**Run 1: signal wires by layer**

(4 px per micron)
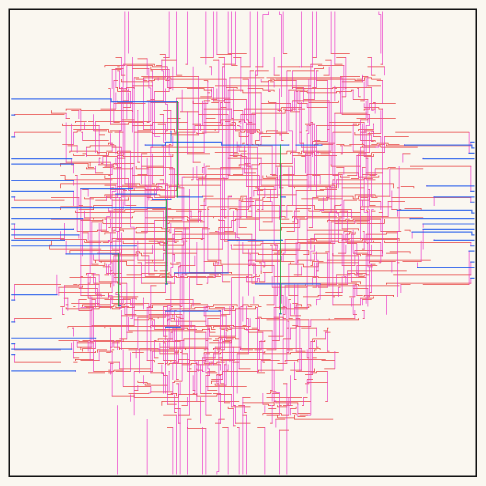
**Run 1: clock routing**

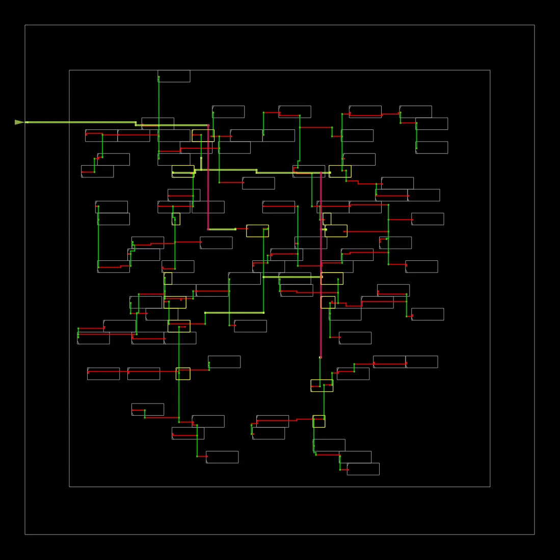
**Run 1: power grid**

(3 px per micron) Pins as bars on the die edge. Tap cells in gray.
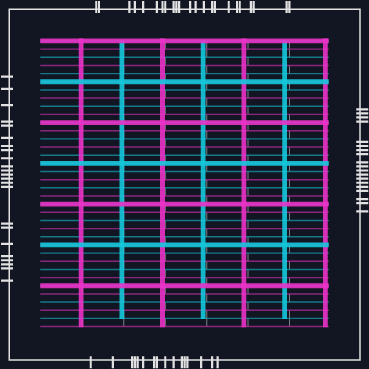
--- src/rtl/fetch_pkg.sv ---
// Shared constants, FSM state encoding and queue entry layout for the instruction fetch block.
package fetch_pkg;
  localparam int ADDR_W = 12;
  localparam int INST_W = 19;
  localparam logic [ADDR_W-1:0] RESET_PC = '0;
  localparam int DEPTH = 2;

  typedef enum logic [1:0] {
    FETCH,
    HALT_PEND,
    HALTED
  } fetch_state_e;

  typedef struct packed {
    logic [INST_W-1:0] inst;
    logic [ADDR_W-1:0] pc;
  } fetch_entry_t;
endpackage

--- src/rtl/fetch_queue.sv ---
// Two-entry fetch FIFO; a push is visible at the head the following cycle.
// A push into a full queue is accepted only together with a pop; flush beats push and pop.
module fetch_queue
  import fetch_pkg::*;
(
  input  logic         clk,
  input  logic         rst,
  input  logic         flush_i,
  input  logic         push_i,
  input  fetch_entry_t push_dat_i,
  input  logic         pop_i,
  output logic [1:0]   count_o,
  output fetch_entry_t head_o
);
  fetch_entry_t head_q, head_d;
  fetch_entry_t tail_q, tail_d;
  logic [1:0]   count_q, count_d;
  logic         pop_eff, push_eff;

  assign pop_eff  = pop_i && (count_q != 2'd0);
  assign push_eff = push_i && ((count_q != 2'd2) || pop_eff);

  always_comb begin
    head_d  = head_q;
    tail_d  = tail_q;
    count_d = count_q;
    if (flush_i) begin
      count_d = 2'd0;
    end else begin
      case ({push_eff, pop_eff})
        2'b10: begin
          if (count_q == 2'd0) head_d = push_dat_i;
          else                 tail_d = push_dat_i;
          count_d = count_q + 2'd1;
        end
        2'b01: begin
          head_d  = tail_q;
          count_d = count_q - 2'd1;
        end
        2'b11: begin
          // Count is unchanged; the new word lands behind whatever survives the pop.
          if (count_q == 2'd1) begin
            head_d = push_dat_i;
          end else begin
            head_d = tail_q;
            tail_d = push_dat_i;
          end
        end
        default: ;
      endcase
    end
  end

  always_ff @(posedge clk) begin
    if (!rst) begin
      head_q  <= '0;
      tail_q  <= '0;
      count_q <= 2'd0;
    end else begin
      head_q  <= head_d;
      tail_q  <= tail_d;
      count_q <= count_d;
    end
  end

  assign count_o = count_q;
  assign head_o  = (count_q != 2'd0) ? head_q : '0;
endmodule

--- src/rtl/fetch_sequencer.sv ---
// Fetch controller: owns the PC, queues fetched words for decode, handles redirects and halt.
// Word fetched in cycle N is presented in N+1; instReady low stalls. FETCH_SEQ_PERF_EN adds counters.
module fetch_sequencer
  import fetch_pkg::*;
(
  input  logic              clk,
  input  logic              rst,
  output logic [ADDR_W-1:0] imemPC,
  input  logic [INST_W-1:0] imemInst,
  input  logic              imemHalt,
  input  logic              branchTaken,
  input  logic [ADDR_W-1:0] branchTarget,
  input  logic              instReady,
  output logic              instValid,
  output logic [INST_W-1:0] instOut,
  output logic [ADDR_W-1:0] pcOut,
  output logic              halted
`ifdef FETCH_SEQ_PERF_EN
  ,
  output logic [15:0]       fetchCount,
  output logic [15:0]       stallCount
`endif
);
  fetch_state_e      state_q, state_d;
  logic [ADDR_W-1:0] pc_q, pc_d;
  logic [1:0]        count;
  fetch_entry_t      head;
  fetch_entry_t      push_dat;
  logic              pop, push;

  assign instValid = (count != 2'd0);
  assign pop       = instValid && instReady;
  assign instOut   = head.inst;
  assign pcOut     = head.pc;
  assign imemPC    = pc_q;
  assign halted    = (state_q == HALTED);
  assign push_dat  = '{inst: imemInst, pc: pc_q};

  always_comb begin
    state_d = state_q;
    pc_d    = pc_q;
    push    = 1'b0;
    if (branchTaken) begin
      state_d = FETCH;
      pc_d    = branchTarget;
    end else begin
      case (state_q)
        FETCH: begin
          if (imemHalt) begin
            state_d = HALT_PEND;
          end else if ((count != 2'd2) || pop) begin
            push = 1'b1;
            pc_d = pc_q + ADDR_W'(1);
          end
        end
        HALT_PEND: begin
          if ((count == 2'd0) || ((count == 2'd1) && pop)) state_d = HALTED;
        end
        default: ;
      endcase
    end
  end

  always_ff @(posedge clk) begin
    if (!rst) begin
      state_q <= FETCH;
      pc_q    <= RESET_PC;
    end else begin
      state_q <= state_d;
      pc_q    <= pc_d;
    end
  end

  fetch_queue u_queue (
    .clk       (clk),
    .rst       (rst),
    .flush_i   (branchTaken),
    .push_i    (push),
    .push_dat_i(push_dat),
    .pop_i     (pop),
    .count_o   (count),
    .head_o    (head)
  );

`ifdef FETCH_SEQ_PERF_EN
  logic [15:0] fetch_cnt_q, stall_cnt_q;

  always_ff @(posedge clk) begin
    if (!rst) begin
      fetch_cnt_q <= '0;
      stall_cnt_q <= '0;
    end else begin
      if (push && (fetch_cnt_q != 16'hFFFF)) fetch_cnt_q <= fetch_cnt_q + 16'd1;
      if (instValid && !instReady && (stall_cnt_q != 16'hFFFF)) stall_cnt_q <= stall_cnt_q + 16'd1;
    end
  end

  assign fetchCount = fetch_cnt_q;
  assign stallCount = stall_cnt_q;
`endif
endmodule
--- config.mk ---
export PLATFORM = sky130hd
export DESIGN_NAME = fetch_sequencer
export DESIGN_NICKNAME = d
export VERILOG_FILES = /design/src/rtl/fetch_pkg.sv /design/src/rtl/fetch_queue.sv /design/src/rtl/fetch_sequencer.sv
export SDC_FILE = /design/constraint.sdc
export NUM_CORES = 1
export LEC_CHECK = 0
export CORE_MARGIN = 10
export CORE_UTILIZATION = 40
export DETAILED_ROUTE_END_ITERATION = 8
export PLACE_DENSITY = 0.65
export SETUP_SLACK_MARGIN = 0.3
export SLEW_MARGIN = 0
export SYNTH_ARGS = -nofsm -noshare
export SYNTH_HDL_FRONTEND = slang
export SYNTH_SLANG_ARGS = --single-unit
--- constraint.sdc ---
create_clock -name clk -period 3.85 [get_ports clk]
set_input_delay 0.5775 -clock clk [delete_from_list [all_inputs] [get_ports clk]]
set_output_delay 0.5775 -clock clk [all_outputs]
set_load 0.02 [all_outputs]
==> reports/metrics.yaml, run 1 <==
pwr:
  internal_power_w: 0.00126
  sequentialPowerShare_pct: 50.5
  power_attributed_to_combinational_cells_w: 0.000355
  combinationalPowerShare_pct: 19.8
yosys:
  yosysChipArea_sq_um: 3720
  ys_async_sr_fraction_pct: 0
worst_hold_path:
  worstHoldPathType: "reg2reg"
  worst_hold_startpoint: "state_q[0]$_SDFFE_PP0P_"
finish:
  final_layout_size_suffix_gt1_share_pct: 7.37
  final_layout_top_logic_cell: "sky130_fd_sc_hd__clkdlybuf4s50_1"
  num-nonclk-inverters: 11
  nets: 515
run:
  max_cap_viol_count: 0
drt:
  wl_met3_microns: 620
worst_setup_path:
  critical_path.startpoint_type: "input port"
place:
  placed_area_sq_um: 4620
clock_tree:
  post_cts_hold_buffer_count: 0
timing:
  post-route-period-util_pct: 80.8
  finalSetupTns_ns: 0
outcome:
  status: "finished, final reports clean"
## Picture notes: 'signal wires by layer'
| color | layer | wire length |
|---|---|---|
| red | M1 | 4800 microns |
| green | M4 | 100 microns |
| magenta | M2 | 4840 microns |
| blue | M3 | 621 microns |

## Picture notes: 'clock routing'
number of sinks driven by the clock tree: 78
Clk. pwr: 0.000534 W

## Picture notes: 'power grid'
| color | net |
|---|---|
| magenta | VSS |
| cyan | VDD |
signal pins: 81
tap cells: 111
met5 straps: 7
die boundary width: 116 microns
core area: 9150 sq um

**Run 1: sequential cells grouped by signal name**

(4 px per micron) Other sequential cells in the stronger gray, the rest of the logic in the fainter gray.
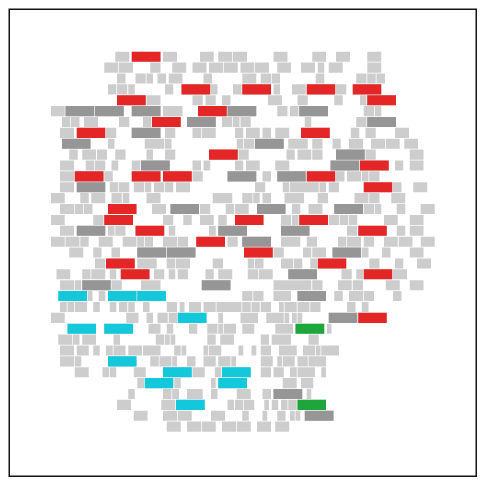

==> run 2: changes to the inputs <==
==> constraint.sdc (replaced) <==
create_clock -name clk -period 3.2 [get_ports clk]
set_input_delay 0.48 -clock clk [delete_from_list [all_inputs] [get_ports clk]]
set_output_delay 0.48 -clock clk [all_outputs]
set_load 0.02 [all_outputs]
**Run 2: sequential cells grouped by signal name**

(4 px per micron) Other sequential cells in the stronger gray, the rest of the logic in the fainter gray.
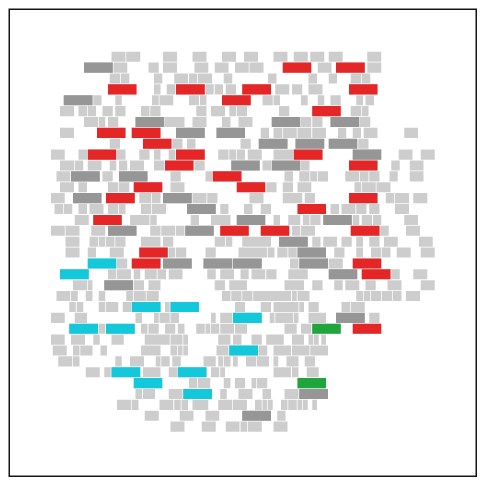
| color | signal | placed flops |
|---|---|---|
| cyan | imemPC | 12 |
| green | u_queue.count_o | 2 |
| red | u_queue.head_q | 31 |
not colored: 33
post-route core utilization: 53.1%
sequential group power: 0.00109 W
FF+latch area: 1560 sq um
fraction of area in registers: 32.1%

==> reports/metrics.yaml, run 2 <==
outcome:
  status: "finished, final reports clean"
pwr:
  internal_power_w: 0.00154  # +22%
  combinationalPowerShare_pct: 19.7  # about the same
  power-top-group: "registers"
  p_clk_w: 0.000687  # +29%
  power_attributed_to_combinational_cells_w: 0.000436  # +23%
worst_hold_path:
  worst_hold_startpoint: "u_queue.tail_q[14]$_SDFFE_PN0P_"
  worstHoldPathType: "reg2reg"
place:
  minimum_setup_slack_after_placement_ns: 0.152
  placed_area_sq_um: 4670  # +1.1%
grt:
  grt_first_pass_wirelength_microns: 16500
clock_tree:
  cts_made_buffers: 9
  tritoncts_num_sinks: 78  # unchanged
finish:
  num-nonclk-inverters: 11  # unchanged
  comb-cell-share_pct: 41.4
  nets: 520  # +0.97%
  final_layout_size_suffix_gt1_share_pct: 8.52  # +1.2 points
  final_layout_top_logic_cell: "sky130_fd_sc_hd__clkdlybuf4s50_1"
drt:
  wl_met3_microns: 585  # -5.6%
die:
  placeableCoreArea_sq_um: 9150  # unchanged
  dieWidth_microns: 116  # unchanged
timing:
  post-route-period-util_pct: 82.0
  finalSetupTns_ns: 0  # unchanged
yosys:
  ys_async_sr_fraction_pct: 0  # unchanged
  yosysChipArea_sq_um: 3720  # unchanged
run:
  max_cap_viol_count: 0  # unchanged
**Run 2: cell area per tile**

(3 px per micron) The die is cut into 12 by 12 equal tiles; white is low, dark blue is high, 0 to 100% covered.
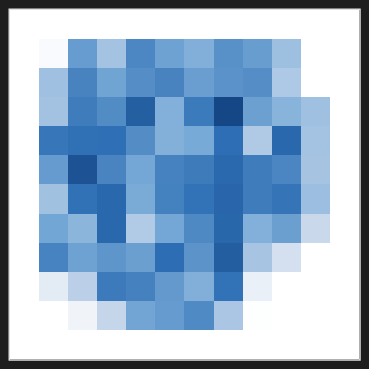
mean over tiles: 35%
nearly empty tiles: 37%
emptiest ninth of the die: lower right
densest ninth of the die: center
effective utilization at floorplan: 40.6%

Power figures rest on the tool's default switching activity, not on a simulated workload.
